**Run 1: gate families picked out**

Scale: 4 px per um.
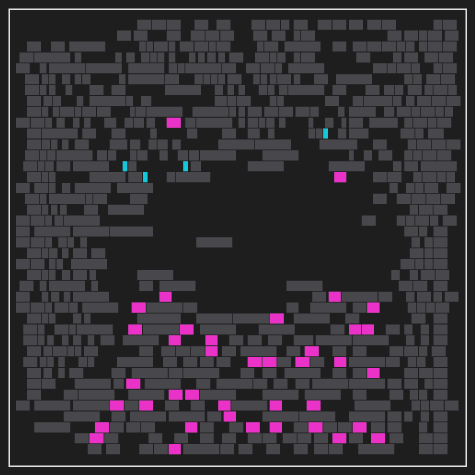
**Run 1: met3 routing**

Scale: 2 px per um.
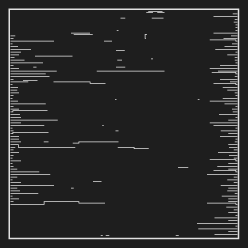
**Run 1: sizing map**

Scale: 4 px per um.
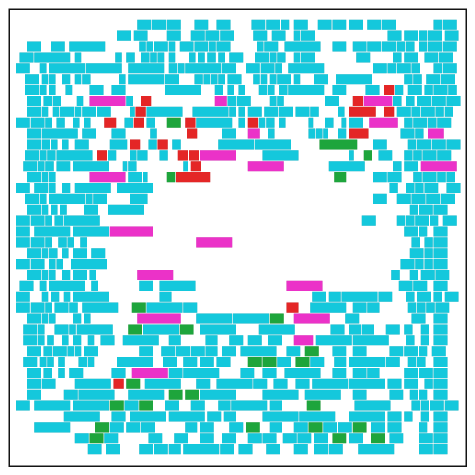
Design mem_port_arbiter, sky130hd; sources not shown.
==> Slide: Implementation Results, run 1 <==
Key Metrics from the Run

STA
  – Share of the clock period used by the worst path: 0.955
  – Period minus WS final: 2.29 ns
  – Final Hold Viols: 0
  – Fmax: 0.436 GHz
  – Hold slack: about 0.056 ns
  – Setup violations, final: 0
  – Slew Limit Fails: 0
  – Unrepaired setup endpoints after global routing: false
  – Slew Limit Headroom: 0.390
  – Clock skew: 0.00777 ns

Cells and area
  – Layout non-clock buf frac: 0.418
  – Layout Utilization: 0.585
  – Comb. cell area: 0.00168 sq mm
  – Layout cells sized above 1: 0.0997
  – Non-clock inverter total of the final layout: 4
  – Top cell category: non-clock buffers
  – Logic Gate Count: 261
  – N_diodes: 0
  – # clk buffers: 10
  – Storage cell area: about 0.0019 sq mm
  – Filler cells: 1,057
  – Fin nets: between 700 and 800
  – Combinational share of cell area: 0.238
  – Area Growth Syn to Fin: 88.6%
  – Clock-cell share: 0.0472
  – Seq area share: 0.265

Run
  – Max Cap Violations: 0
  – Stage-log warning count: 27

Worst setup path
  – Crit path DRT: 2.16 ns
  – CP arrival: slightly above 2 ns
  – Worst-path maximum fanout: 8
  – Largest delay share family, worst path: buffers and inverters
  – Worst path slowest cell: clkdlybuf4s50_1
  – Crit-path max cell delay: between 0.5 and 0.6 ns
  – Worst Setup End Kind: output port
  – Critical path buffers and inverters: 3
  – Crit-path cells: nand2b_4 -> nor3b_4 -> buf_4 -> clkbuf_16 -> and2_1 -> clkdlybuf4s50_1
  – Worst Reg2Reg Path Length in Cells: 6
  – Reg-to-reg slack, setup: 0.56 ns
  – Crit Path Category: reg -> out
  – Critical path startpoint category: register
  – Stages on worst setup path: 6

Drt
  – Vias per cell: 4.96
  – Met2 Wirelength: about 7.5 mm
  – Routed len/inst: roughly 17 um
  – Metal1 wirelength: just under 5 mm
  – Drt pass-1 iters: 4
  – Wirelength, routed: 13.8 mm
  – DR DRC count: 0
  – Top Layer Used: met4
  – Starting DRC count in detailed routing: 196
  – WL met3: 1.17 mm
  – Final antenna-violating net count: 0

Synth
  – YS chip area: 0.00375 sq mm
  – Aoi share: 0.244
  – Register area share after synthesis: 0.500
  – Cell area leaders: dfrtp_1 50%, and2_1 11%, a22o_2 5.6%
  – Count leader, synth: dfrtp_1
  – Ys flop type: dfrtp_1
  – Adder-cell area share of the yosys netlist: 0.00667
  – And+or+nand+nor area frac: 0.189
  – Distinct cells, synth: 31
  – Synth flops: 75
  – Yosys cell count: 378
  – Post-Syn Nets: around 520
  – Xor/xnor cell area share of the yosys netlist: 0
  – Cell type with the largest total area: dfrtp_1
  – Dominant kind of combinational cell: AND-OR/OR-AND gates
  – Synth async-reset ratio: 1.00
  – Mapped Cells: between 300 and 400
  – EDFF count, synth: 0
  – Max-area cell share: 0.500
  – Area fraction in mux cells: 0.00533
  – Most frequent cells after synthesis: 75 x dfrtp_1, 65 x and2_1, 34 x a21oi_1, 34 x o21ai_0
  – Number of synthesis warnings: 0
  – Syn_area_per_cell: 9.93 sq um
  – Post-synthesis cell area: 0.00375 sq mm

Placement
  – Placed insts: 799
  – Placed inst area: 0.00667 sq mm
  – Post-place setup slack: 0.200 ns
  – GPL Wtd Cong: 0.753
  – Port bufs: between 200 and 300
  – DP HPWL: 10.6 mm

Clocking
  – CTS Buffer Depth: 2
  – CTS H-tree lvls: 3
  – Setup repair bufs after CTS: 0
  – TritonCTS clock tree: built
  – Clock Latency Late Sink: 0.33 ns
  – CTS sink count: between 70 and 80
  – Post-CTS resize count: 0
  – CTS Buf Count: 9
  – Hold-fix buffers, CTS: 0
  – Reg clk slew, reported paths: ~0.060 ns
  – CTS Root Cell: clkbuf_16

Power
  – Seq pwr share: 0.309
  – P_leak: 2.85 nW
  – Max power group: combinational cells
  – Power Total: 7.33 mW
  – Combinational cell power: 3.58 mW
  – Clock group: 1.48 mW
  – Combinational cell fraction of total power: 0.489
  – Sequential logic power: 2.27 mW
  – Sw Ratio: 0.335
  – Clock power frac: 0.202
  – Int Power: 4.87 mW
  – Pwr/cell area: 1030 mW/mm^2
  – Max VDD drop: 0.588 mV
  – Psw: ~2.5 mW

Global route
  – First-pass GRT wire length: 20.3 mm
  – Largest net degree at the start of global routing: 76
  – Routing usage on met1: 0.206
  – Total gr overflow: 0
  – Initial antenna violation count: 0
  – Vias in the first global route: 3,962
  – GR Util met2: 0.390
  – Tot GR Track Use: 0.204
  – Gr busiest metal: met2

Die
  – Fp_density: 0.310
  – N_taps: between 150 and 200
  – CORE AREA: 0.0121 sq mm
  – Chip area: 0.0130 sq mm
  – IO Pins: 278
  – Die X: around 110 um
  – Die Span Y: 114 um
  – # rows: 40

Outcome
  – Outcome: finished clean

Worst hold path
  – Worst min path class: in -> async
-- 'gate families picked out' (at the start) --
legend:
  cyan:
    family: inverters
    cells: 4
  magenta:
    family: AND-OR and OR-AND gates
    cells: 39
Top cell excl fill/tap: clkdlybuf4s50_1
final non-filler cell total: 820

-- 'met3 routing' (at the start) --
nets with wire on the layer: 163
main direction: horizontal
longest straight run: 33.6 um
share of all routed wire: 8.5%
vias: 4,069
grt met3 use: 0.0638

-- 'sizing map' (at the start) --
legend:
  green:
    size: drive 2
    cells: 26
  magenta:
    size: drive 6 and up
    cells: 18
  cyan:
    size: drive 1 or less
    cells: 587
  red:
    size: drive 3 to 4
    cells: 21
bufs w/o clock: 296
design area: 0.00708 sq mm
fin worst setup slack: 0.109 ns

run 1: cell usage in the layout (no fill, tap or decap):
master / instances
buf_6: 1
a21oi_1: 34
buf_4: 16
dfrtp_1: 74
or2_2: 1
nand3_1: 33
nand3b_1: 1
nand4_1: 4
nand2b_1: 1
nor2_1: 1
clkdlybuf4s50_1: 276
ha_1: 2
buf_12: 2
o21ai_0: 34
nand2b_4: 1
nor3b_4: 1
and3_1: 2
bufinv_16: 2
o21ba_2: 1
nand2_1: 3
clkbuf_8: 1
dfrtp_2: 1
inv_1: 4
and4b_1: 1
clkinv_4: 2
a21o_2: 1
nor2b_1: 1
and2_1: 65
a22o_1: 12
a22o_2: 21
o22a_1: 4
mux2i_1: 2
nand2_2: 1
nor4b_4: 1
clkbuf_16: 10
a31oi_1: 33
inv_6: 2
--- run 2 (diff from run 1) ---
==> constraint.sdc (replaced) <==
create_clock -name clk -period 2.4 [get_ports clk]
set_input_delay 0.36 -clock clk [delete_from_list [all_inputs] [get_ports clk]]
set_output_delay 0.36 -clock clk [all_outputs]
set_load 0.01 [all_outputs]
==> Slide: Implementation Results, run 2 <==
Key Metrics from the Run

STA
  – Share of the clock period used by the worst path: 0.960
  – Setup violations, final: 0
  – Final Hold Viols: 0
  – Unrepaired setup endpoints after global routing: false
  – Slew Limit Headroom: 0.367
  – Clock skew: 0.00515 ns

Drt
  – Routed len/inst: 17.8 um
  – Final antenna-violating net count: 0
  – Drt pass-1 iters: 5
  – Metal1 wirelength: 5.36 mm

Placement
  – Port bufs: 277
  – GPL Wtd Cong: 0.750
  – DP HPWL: between 10 and 15 mm

Die
  – N_taps: 168
  – IO Pins: 278
  – Die Span Y: around 110 um
  – CORE AREA: 0.0121 sq mm

Synth
  – Post-Syn Nets: 519
  – Cell area leaders: dfrtp_1 50%, and2_1 11%, a22o_2 5.6%
  – And+or+nand+nor area frac: 0.189
  – Syn_area_per_cell: 9.93 sq um
  – YS chip area: 0.00375 sq mm
  – Area fraction in mux cells: 0.00533
  – Adder-cell area share of the yosys netlist: 0.00667
  – Yosys cell count: 378
  – Number of synthesis warnings: 0
  – Cell type with the largest total area: dfrtp_1
  – Distinct cells, synth: 31
  – Xor/xnor cell area share of the yosys netlist: 0
  – EDFF count, synth: 0
  – Synth flops: 75
  – Most frequent cells after synthesis: 75 x dfrtp_1, 65 x and2_1, 34 x a21oi_1, 34 x o21ai_0
  – Aoi share: 0.244

Cells and area
  – Non-clock inverter total of the final layout: 4
  – Seq area share: 0.257
  – # clk buffers: 11
  – N_diodes: 0
  – Area Growth Syn to Fin: 94.3%
  – Top cell category: non-clock buffers
  – Layout cells sized above 1: 0.101
  – Clock-cell share: 0.0449
  – Most frequent cells in the layout: 212 x clkdlybuf4s50_1, 75 x dfrtp_1, 65 x and2_1

Power
  – Combinational cell fraction of total power: 0.491
  – Power Total: 7.35 mW
  – Sequential logic power: 2.27 mW
  – P_leak: 4.05 nW
  – Pwr/cell area: 1010 mW/mm^2
  – Seq pwr share: 0.308
  – Clock power frac: 0.200
  – Clock group: 1.47 mW

Run
  – Max Cap Violations: 0
  – Stage-log warning count: 27

Clocking
  – CTS H-tree lvls: 3
  – CTS Buffer Depth: 2
  – CTS Buf Count: 9
  – Reg clk slew, reported paths: 0.06 ns
  – Hold-fix buffers, CTS: 0
  – Setup repair bufs after CTS: 0
  – CTS Root Cell: clkbuf_16
  – Post-CTS resize count: 0

Worst setup path
  – Worst-path maximum fanout: 16
  – Worst Reg2Reg Path Length in Cells: 4
  – Crit Path Category: in -> out
  – CP arrival: 1.94 ns
  – Crit path DRT: about 2 ns

Global route
  – First-pass GRT wire length: 21.0 mm
  – Total gr overflow: 0

Outcome
  – Outcome: finished clean

Worst hold path
  – Worst min path class: in -> async
run 2: cell counts after synthesis:
No cell type changed its count.
run 2: worst max-delay path, stage by stage:
cell and delay [ns]:
clkdlybuf4s50_1 0.51, nor3b_4 0.23, buf_4 0.16, clkbuf_16 0.15
clkdlybuf4s50_1 0.54
run 2: stage by stage:
stage	area (sq um)	util	setup slack (ns)	std cells	hold WS (ns)
after global routing	7290	0.602	0.0393	822	0.265
after detailed placement	6690	0.553	0.0308	800	0.492
final	7290	0.602	0.0953	822	0.166
after CTS	7020	0.580	0.00654	816	0.213
after global placement	6690	0.553	0.0640	800	0.489
after floorplan	3750	-	0.701	378	0.0644
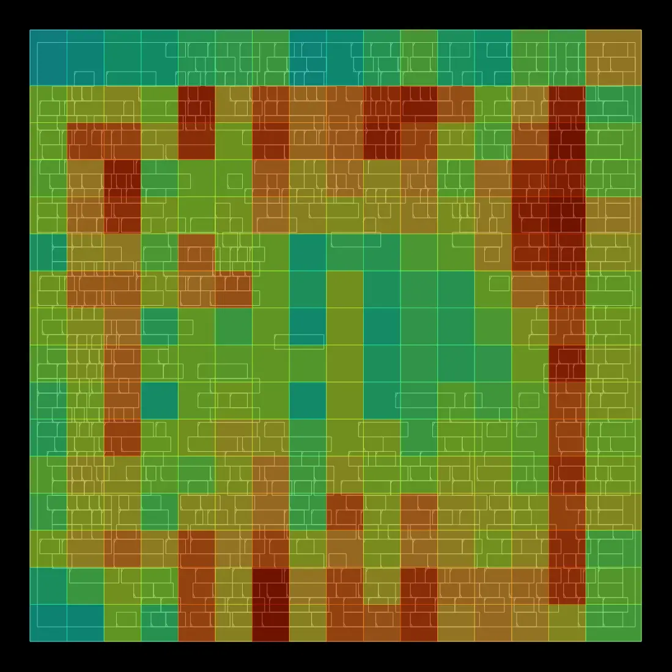
**Above:** run 2 (routing congestion map).
GR Util met2: 0.407
Tot GR Track Use: 0.211
routing usage on met1: 0.217

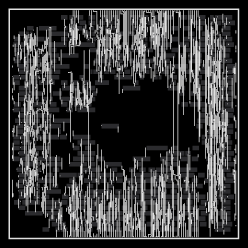
**Above:** run 2 (the metal 2 layer).
Scale: 2 px per um. Cells faint in the background.
wire length on this layer: 7,770 um
main direction: vertical
share of all routed wire: 53%
wirelength, routed: 14.7 mm
vias: 4,168

Power is estimated from default activity; no workload was simulated.
